[src/rtl/ram_burst_master_if.sv]
// ram_burst_master_if: request, response and RAM-pin bundle for ram_burst_master
// Ports: req_* request channel, rsp_* response channel, ram_* RAM port pins.
// Modports: master = the burst master itself, slave = its environment (requester, consumer, RAM).
interface ram_burst_master_if #(
  parameter int ADDR_WIDTH = 8,
  parameter int DATA_WIDTH = 32,
  parameter int LEN_WIDTH  = 4
);
  logic                  req_valid;
  logic                  req_ready;
  logic                  req_we;
  logic [ADDR_WIDTH-1:0] req_addr;
  logic [LEN_WIDTH-1:0]  req_len;
  logic [DATA_WIDTH-1:0] req_wdata;
  logic                  rsp_valid;
  logic                  rsp_ready;
  logic [DATA_WIDTH-1:0] rsp_data;
  logic                  rsp_last;
  logic                  rsp_err;
  logic [ADDR_WIDTH-1:0] ram_address;
  logic [DATA_WIDTH-1:0] ram_wdata;
  logic [DATA_WIDTH-1:0] ram_rdata;
  logic                  ram_cs;
  logic                  ram_we;
  logic                  ram_oe;
  modport master (
    input  req_valid, req_we, req_addr, req_len, req_wdata, rsp_ready, ram_rdata,
    output req_ready, rsp_valid, rsp_data, rsp_last, rsp_err,
           ram_address, ram_wdata, ram_cs, ram_we, ram_oe
  );
  modport slave (
    output req_valid, req_we, req_addr, req_len, req_wdata, rsp_ready, ram_rdata,
    input  req_ready, rsp_valid, rsp_data, rsp_last, rsp_err,
           ram_address, ram_wdata, ram_cs, ram_we, ram_oe
  );
endinterface

[src/rtl/ram_burst_master.sv]
// ram_burst_master: valid/ready front end sequencing single writes and read bursts on one RAM port
// Ports: clk; reset (synchronous, active-high); bus (ram_burst_master_if.master) with the
//   req_* request channel, rsp_* response channel and registered ram_* pins.
// Optional: define RAM_BOUNDARY_CHECK_EN to reject read bursts that run past the top of RAM.
module ram_burst_master #(
  parameter int ADDR_WIDTH = 8,
  parameter int DATA_WIDTH = 32,
  parameter int LEN_WIDTH  = 4
) (
  input logic                clk,
  input logic                reset,
  ram_burst_master_if.master bus
);
  typedef enum logic [1:0] {IDLE, WRITE, READ, DRAIN} state_t;
  localparam int EW = DATA_WIDTH + 2;
  state_t                r_state, w_state_nx;
  logic [ADDR_WIDTH-1:0] r_addr, r_ram_address, w_iss_addr;
  logic [LEN_WIDTH-1:0]  r_rem, w_len, w_iss_rem;
  logic [DATA_WIDTH-1:0] r_ram_wdata;
  logic                  r_ram_cs, r_ram_we, r_ram_oe, r_rd_last, r_cap, r_cap_last;
  logic [EW-1:0]         r_fifo [2];
  logic                  r_wp, r_rp;
  logic [1:0]            r_cnt;
  logic [2:0]            w_used;
  logic [EW-1:0]         w_pdata;
  logic                  w_accept, w_reject, w_rej_acc, w_issue, w_wr, w_iss_last;
  logic                  w_rd_pin, w_credit, w_push, w_pop;
  assign bus.req_ready = (r_state == IDLE) && !reset;
  assign w_accept = bus.req_valid && bus.req_ready;
  assign w_len = (bus.req_len == '0) ? LEN_WIDTH'(1) : bus.req_len;
  // The first read of a burst is issued straight from the accept edge.
  assign w_iss_addr = (r_state == IDLE) ? bus.req_addr : r_addr;
  assign w_iss_rem = (r_state == IDLE) ? w_len : r_rem;
  assign w_iss_last = (w_iss_rem == LEN_WIDTH'(1));
  // Outstanding words: FIFO entries, read on the pins now, and read data being captured now.
  assign w_rd_pin = r_ram_cs && r_ram_oe;
  assign w_used = {1'b0, r_cnt} + {2'b0, w_rd_pin} + {2'b0, r_cap};
  assign w_credit = w_used < 3'd2;
`ifdef RAM_BOUNDARY_CHECK_EN
  logic [ADDR_WIDTH:0] w_end;
  assign w_end = {1'b0, bus.req_addr} + (ADDR_WIDTH+1)'(w_len) - (ADDR_WIDTH+1)'(1);
  assign w_reject = !bus.req_we && w_end[ADDR_WIDTH];
`else
  assign w_reject = 1'b0;
`endif
  assign w_rej_acc = w_accept && w_reject;
  assign w_push = r_cap || w_rej_acc;
  assign w_pdata = w_rej_acc ? {2'b11, {DATA_WIDTH{1'b0}}} : {1'b0, r_cap_last, bus.ram_rdata};
  assign w_pop = (r_cnt != 2'd0) && bus.rsp_ready;
  assign bus.rsp_valid = (r_cnt != 2'd0);
  assign {bus.rsp_err, bus.rsp_last, bus.rsp_data} = r_fifo[r_rp];
  assign bus.ram_cs = r_ram_cs;
  assign bus.ram_we = r_ram_we;
  assign bus.ram_oe = r_ram_oe;
  assign bus.ram_address = r_ram_address;
  assign bus.ram_wdata = r_ram_wdata;
  always_comb begin
    w_state_nx = r_state;
    w_wr = 1'b0;
    w_issue = 1'b0;
    case (r_state)
      IDLE: if (w_accept) begin
        w_wr = bus.req_we;
        w_issue = !bus.req_we && !w_reject;
        w_state_nx = bus.req_we ? WRITE : (w_reject || w_iss_last) ? DRAIN : READ;
      end
      WRITE: w_state_nx = IDLE;
      READ: begin
        w_issue = w_credit;
        w_state_nx = (w_credit && w_iss_last) ? DRAIN : READ;
      end
      default: w_state_nx = (r_cnt == 2'd0 && !w_rd_pin && !r_cap) ? IDLE : DRAIN;
    endcase
  end
  always_ff @(posedge clk) begin
    if (reset) begin
      r_state <= IDLE;
      r_addr <= '0;
      r_rem <= '0;
      r_ram_address <= '0;
      r_ram_wdata <= '0;
      r_ram_cs <= 1'b0;
      r_ram_we <= 1'b0;
      r_ram_oe <= 1'b0;
      r_rd_last <= 1'b0;
      r_cap <= 1'b0;
      r_cap_last <= 1'b0;
      r_fifo[0] <= '0;
      r_fifo[1] <= '0;
      r_wp <= 1'b0;
      r_rp <= 1'b0;
      r_cnt <= '0;
    end else begin
      r_state <= w_state_nx;
      r_ram_cs <= w_issue || w_wr;
      r_ram_we <= w_wr;
      r_ram_oe <= w_issue;
      r_rd_last <= w_iss_last;
      r_cap <= w_rd_pin;
      r_cap_last <= r_rd_last;
      if (w_issue || w_wr) r_ram_address <= w_iss_addr;
      if (w_wr) r_ram_wdata <= bus.req_wdata;
      if (w_issue) begin
        r_addr <= w_iss_addr + ADDR_WIDTH'(1);
        r_rem <= w_iss_rem - LEN_WIDTH'(1);
      end
      if (w_push) begin
        r_fifo[r_wp] <= w_pdata;
        r_wp <= !r_wp;
      end
      if (w_pop) r_rp <= !r_rp;
      r_cnt <= r_cnt + {1'b0, w_push} - {1'b0, w_pop};
    end
  end
endmodule

[src/flat_wrapper.sv]
// flat-port wrapper written by rule: the top's interface ports become plain ports
module ram_burst_master_flat 
#(
  parameter int ADDR_WIDTH = 8,
  parameter int DATA_WIDTH = 32,
  parameter int LEN_WIDTH  = 4
)
  (clk, reset, bus_req_valid, bus_req_we, bus_req_addr, bus_req_len, bus_req_wdata, bus_rsp_ready, bus_ram_rdata, bus_req_ready, bus_rsp_valid, bus_rsp_data, bus_rsp_last, bus_rsp_err, bus_ram_address, bus_ram_wdata, bus_ram_cs, bus_ram_we, bus_ram_oe);
  ram_burst_master_if #(.ADDR_WIDTH(ADDR_WIDTH), .DATA_WIDTH(DATA_WIDTH), .LEN_WIDTH(LEN_WIDTH)) bus_i ();
  input logic clk;
  input logic reset;
  input wire logic [$bits(bus_i.req_valid)-1:0] bus_req_valid;
  input wire logic [$bits(bus_i.req_we)-1:0] bus_req_we;
  input wire logic [$bits(bus_i.req_addr)-1:0] bus_req_addr;
  input wire logic [$bits(bus_i.req_len)-1:0] bus_req_len;
  input wire logic [$bits(bus_i.req_wdata)-1:0] bus_req_wdata;
  input wire logic [$bits(bus_i.rsp_ready)-1:0] bus_rsp_ready;
  input wire logic [$bits(bus_i.ram_rdata)-1:0] bus_ram_rdata;
  output wire logic [$bits(bus_i.req_ready)-1:0] bus_req_ready;
  output wire logic [$bits(bus_i.rsp_valid)-1:0] bus_rsp_valid;
  output wire logic [$bits(bus_i.rsp_data)-1:0] bus_rsp_data;
  output wire logic [$bits(bus_i.rsp_last)-1:0] bus_rsp_last;
  output wire logic [$bits(bus_i.rsp_err)-1:0] bus_rsp_err;
  output wire logic [$bits(bus_i.ram_address)-1:0] bus_ram_address;
  output wire logic [$bits(bus_i.ram_wdata)-1:0] bus_ram_wdata;
  output wire logic [$bits(bus_i.ram_cs)-1:0] bus_ram_cs;
  output wire logic [$bits(bus_i.ram_we)-1:0] bus_ram_we;
  output wire logic [$bits(bus_i.ram_oe)-1:0] bus_ram_oe;
  assign bus_i.req_valid = bus_req_valid;
  assign bus_i.req_we = bus_req_we;
  assign bus_i.req_addr = bus_req_addr;
  assign bus_i.req_len = bus_req_len;
  assign bus_i.req_wdata = bus_req_wdata;
  assign bus_i.rsp_ready = bus_rsp_ready;
  assign bus_i.ram_rdata = bus_ram_rdata;
  assign bus_req_ready = bus_i.req_ready;
  assign bus_rsp_valid = bus_i.rsp_valid;
  assign bus_rsp_data = bus_i.rsp_data;
  assign bus_rsp_last = bus_i.rsp_last;
  assign bus_rsp_err = bus_i.rsp_err;
  assign bus_ram_address = bus_i.ram_address;
  assign bus_ram_wdata = bus_i.ram_wdata;
  assign bus_ram_cs = bus_i.ram_cs;
  assign bus_ram_we = bus_i.ram_we;
  assign bus_ram_oe = bus_i.ram_oe;
  ram_burst_master #(.ADDR_WIDTH(ADDR_WIDTH), .DATA_WIDTH(DATA_WIDTH), .LEN_WIDTH(LEN_WIDTH)) u_core (.clk(clk), .reset(reset), .bus(bus_i));
endmodule
[config.mk]
export PLATFORM = sky130hd
export DESIGN_NAME = ram_burst_master_flat
export DESIGN_NICKNAME = d
export VERILOG_FILES = /design/src/rtl/ram_burst_master_if.sv /design/src/rtl/ram_burst_master.sv /design/src/flat_wrapper.sv
export SDC_FILE = /design/constraint.sdc
export NUM_CORES = 1
export LEC_CHECK = 0
export ABC_AREA = 1
export CAP_MARGIN = 20
export CORE_MARGIN = 2
export CORE_UTILIZATION = 30
export CTS_CLUSTER_DIAMETER = 200
export CTS_CLUSTER_SIZE = 25
export DETAILED_ROUTE_END_ITERATION = 16
export PLACE_DENSITY = 0.61
export SKIP_CTS_REPAIR_TIMING = 1
export SLEW_MARGIN = 20
export SYNTH_ARGS = -nofsm -noshare
export SYNTH_HDL_FRONTEND = slang
export SYNTH_SLANG_ARGS = --single-unit
[constraint.sdc]
create_clock -name clk -period 6.7 [get_ports clk]
set_input_delay 1.34 -clock clk [delete_from_list [all_inputs] [get_ports clk]]
set_output_delay 1.34 -clock clk [all_outputs]
set_load 0.03 [all_outputs]
Fig. 1: placement view
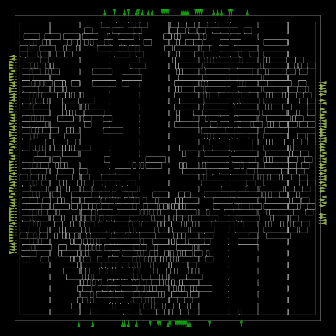
tap cell instance count: 234
fin util: 43.2%
Flops: 131
row count: 50
number of standard cells in the layout, taps in and fillers out: 1001

Fig. 2: selected gate families
Drawn at 3 px/um.
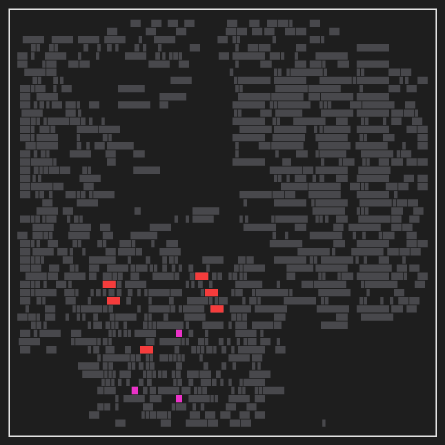
fa/ha/maj cells: marked red, cells 6, most used ha_1. and/or cells: marked magenta, cells 3, most used or2_2.
combinational share of cell area: 24.4%
dominant logic cell type in the layout: clkdlybuf4s50_1

==> results.txt <==
Notes on the physical design

In the final layout, the clock buffer count is 17. The worst max-slew margin expressed relative to the limit is 56.4%. The met3 capacity usage during global routing is 6.01%. The worst setup path is captured at an output pin. In the final layout, excluding clock inverters the inverter count is 69. For reference, the final report shows the hold violation count at 0. The post-route minimum period is 3.91 ns.

The region available for standard cell placement spans 0.0186 mm^2. The OpenROAD warning count is 27. The count of buffers added on input and output ports is 158. The highest layer touched by signal routing is met4.

Wire segments on met3 add up to 1260 um in the final route. The synthesized instance count is 599. The capture point of the critical path is bus_req_ready. The worst register-to-register path ends at u_core.bus.ram_address[7]. The leakage component of the power was reported as 3.29 nW.

The first global-routing pass estimated 20900 um of wire. The area taken by sequential standard cells is reported as 0.00328 mm^2. The TritonCTS sink count is 131. The count of nets after finishing is 841. The congestion estimate from routability-driven global placement came to 0.772. The critical path required time is 5.36 ns. The dominant register cell is edfxtp_1. In the hold timing report, the worst path depth is 2. For the final routed database, the setup TNS stands at 0 ns. In this run the cell area measured after placement is 0.00743 mm^2. The startpoint class of the critical path is an input pin. The buffer-and-inverter tally for the worst setup path is 2. The count of unresolved DRC violations after routing is 0. The maximum level of the CTS H-tree is 4. Based on the critical path, the design can be clocked at up to 256 MHz.

Ranked by total cell area, the synthesized netlist is headed by edfxtp_1, dfxtp_1, nand2_1, nor2_1, mux2_2. A synthesized cell averages 9.51 um^2. Summing over every cut layer, the via total after detailed routing is 4316. Dividing total power by cell area gives a power density of 299 mW/mm^2. After synthesis, flip-flops and latches occupy 57.6% of the total area. The standard cell with the maximum stage delay on the critical path is clkdlybuf4s50_1. The top register by number of flip-flops is u_core.r_fifo. Between the synthesized netlist and the finished layout, the area growth was recorded as 41.4%. The floorplan step defined a die boundary enclosing 0.0201 mm^2.

After detailed routing, the number of vias per cell comes to 4.31. The horizontal die dimension is 142 um. During I/O placement, the number of pins put on the boundary was 160.

Looking at the VDD voltage map, the peak drop is 162 uV. For the sequential group, total power comes out at 0.000915 W. The global routing usage on met2 is 20.8%. By instance count after routing, the leading logic cell types are clkdlybuf4s50_1, nand2_1, nor2_1.

The number of clock buffers added by TritonCTS is 17. Hold analysis lists the worst path endpoint as u_core.r_cap_last. The total nets after synthesis is 686. Entering global routing, the biggest net connects 42 pins. The power share of the combinational group is 21.9%. The final cycle utilization of the critical path is 58.3%. The number of pins exceeding their max-slew limit in the final report is 0. The detailed-router iteration count before antenna repair is 6. According to the dpl log, the detail-placed design has an HPWL of 8590 um.

The combined area of the multi-input logic cells is 0.00197 mm^2. The hold path startpoint is u_core.r_rd_last. Across the routed clock network, the largest skew measured is 0.00641 ns. Of the total power, registers draw 38.0%. For this design, Yosys synthesis ends with a cell count of 599. The clock input transition at the sequential cells of the worst setup and hold paths is 0.06 ns.

The fraction of final layout cells sized beyond drive strength 1 is 13.3%. The most common cell in the netlist is nand2_1. The number of flip-flops in the largest register is 66. The final report gives the standard cell area, fillers excluded, as 0.00806 mm^2.

Yosys reported that registers with async set or reset make up 0%. The initial antenna violation count is 0. According to the timing report, the critical path is launched from reset. The class of the most critical hold timing path is reg -> reg. The count of nets left with antenna violations once routing finished came out at 0.

The count of library flops with an enable pin is 66. The power consumed by combinational cells is 0.000527 W. The floorplan step records an initial core utilization of 30.6%. The script computed the net switching share of total power as 28.8%. The number of diodes is 0. The total overflow reported by the global router is 0. The number of buffers on the longest clock path is 2. The count of state elements after synthesis is 131. The critical register-to-register path startpoint is u_core.r_state[1]. The critical setup path kind is in -> out. After detailed routing, the total wire length is 12800 um.

The internal power is 0.00172 W. Per the layout report, the design carries 164 non-clock buffers. Among cell families on the critical path, the largest total delay comes from buffers and inverters. The mean routed wirelength per cell is 12.8 um. The maximum fanout along the worst path is 2. The number of max-cap violations is 0.

Setup repair after global routing left no endpoint under its margin. The via count of the first global-routing pass is 4297. Sequential cells make up 40.8% of the cell area. The final setup violation count is 0.

Multi-input combinational cells in the finished layout were counted as 371. The clock network power share is 40.1%. Counting the fill cells in the layout gives 1828. The flow ran to the end, and the final reports show no timing, DRC or antenna violations. The routed metal-1 wire length is 5590 um.

Measured along the y axis, the die boundary spans 142 um. The power report lists the clock group at 0.000967 W. The top cell class by occupied area is registers. The synthesized netlist occupies a cell area of 0.00570 mm^2. The top-area cell type share of the netlist area is 34.8%. The cell sequence reported for the critical path is clkdlybuf4s50_1 -> nor2_1 -> clkdlybuf4s50_1.

The synthesized netlist has a Yosys-reported chip area of 0.00570 mm^2. The clock tree cell share of total cell area is 7.70%. Counting the warning lines in the Yosys log gives 0. The global routing stage identified its most utilized layer as met2. As reported, the later end of the worst-skew pair has a clock insertion delay of 0.42 ns. Looking at the clock tree report, the root buffer type is clkbuf_16. The endpoint arrival time on the critical path is 2.57 ns. In this design, the critical path's most frequently occurring cell is clkdlybuf4s50_1. Per the OpenROAD power report, switching power amounts to 0.000694 W. Summed over all nets, wire length on met2 after detailed routing comes to 5710 um.
Fig. 3: drive-strength map
Drawn at 3 px/um.
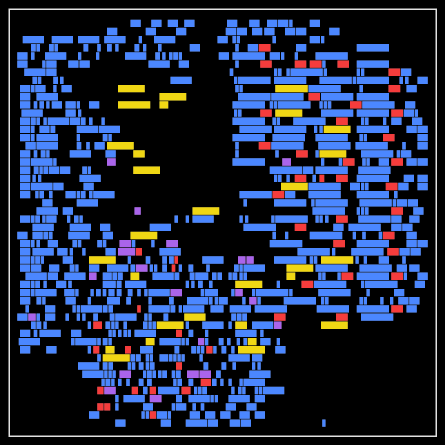
x2: marked red, cells 52, share 6.8%. x6 and larger: marked yellow, cells 29, share 3.8%. x3 and x4: marked purple, cells 21, share 2.7%. x1 and smaller: marked blue, cells 665, share 87%.

Fig. 4: I/O pins on the die edge
Drawn at 3 px/um. Pins as bars across the die edge, other pins in gray.
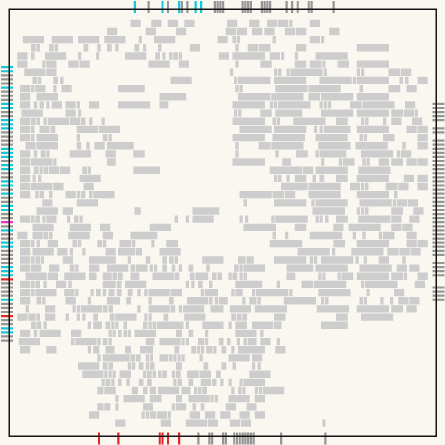
bus_req_addr: marked red, pins 8, direction input, edge 6 bottom, 2 left. bus_ram_wdata: marked cyan, pins 32, direction output, edge 27 left, 5 top. bus_req_we: marked magenta, pins 1, direction input, edge left.
All pins by edge: 68 left, 44 right, 27 top, 21 bottom.

-- cell families after synthesis --
group                      count (synthesis)  synth area share (%)
and+or+nand+nor                          255                  19.6
DFF                                      131                  57.6
buffers and inverters                     97                  7.82
AOI/OAI and AO/OA                         73                  6.55
muxes                                     33                  6.52
adders and majority gates                  6                  1.32
xor gates and xnor gates                   3                 0.461
other                                      1                0.0658
-- per-stage QoR --
stage          setup WS [ns]  total power, W  cells  hold WS, ns
4_1_cts                 2.78         0.00245   1001        0.404
3_5_place_dp            2.43         0.00146    969        0.402
3_3_place_gp            2.43         0.00146    969        0.408
2_1_floorplan           3.25         0.00128    599        0.388
6_report                2.79         0.00241   1001        0.407
5_1_grt                 2.62         0.00253   1001        0.431
No activity file was given, so power comes from the tool's default toggle rates.
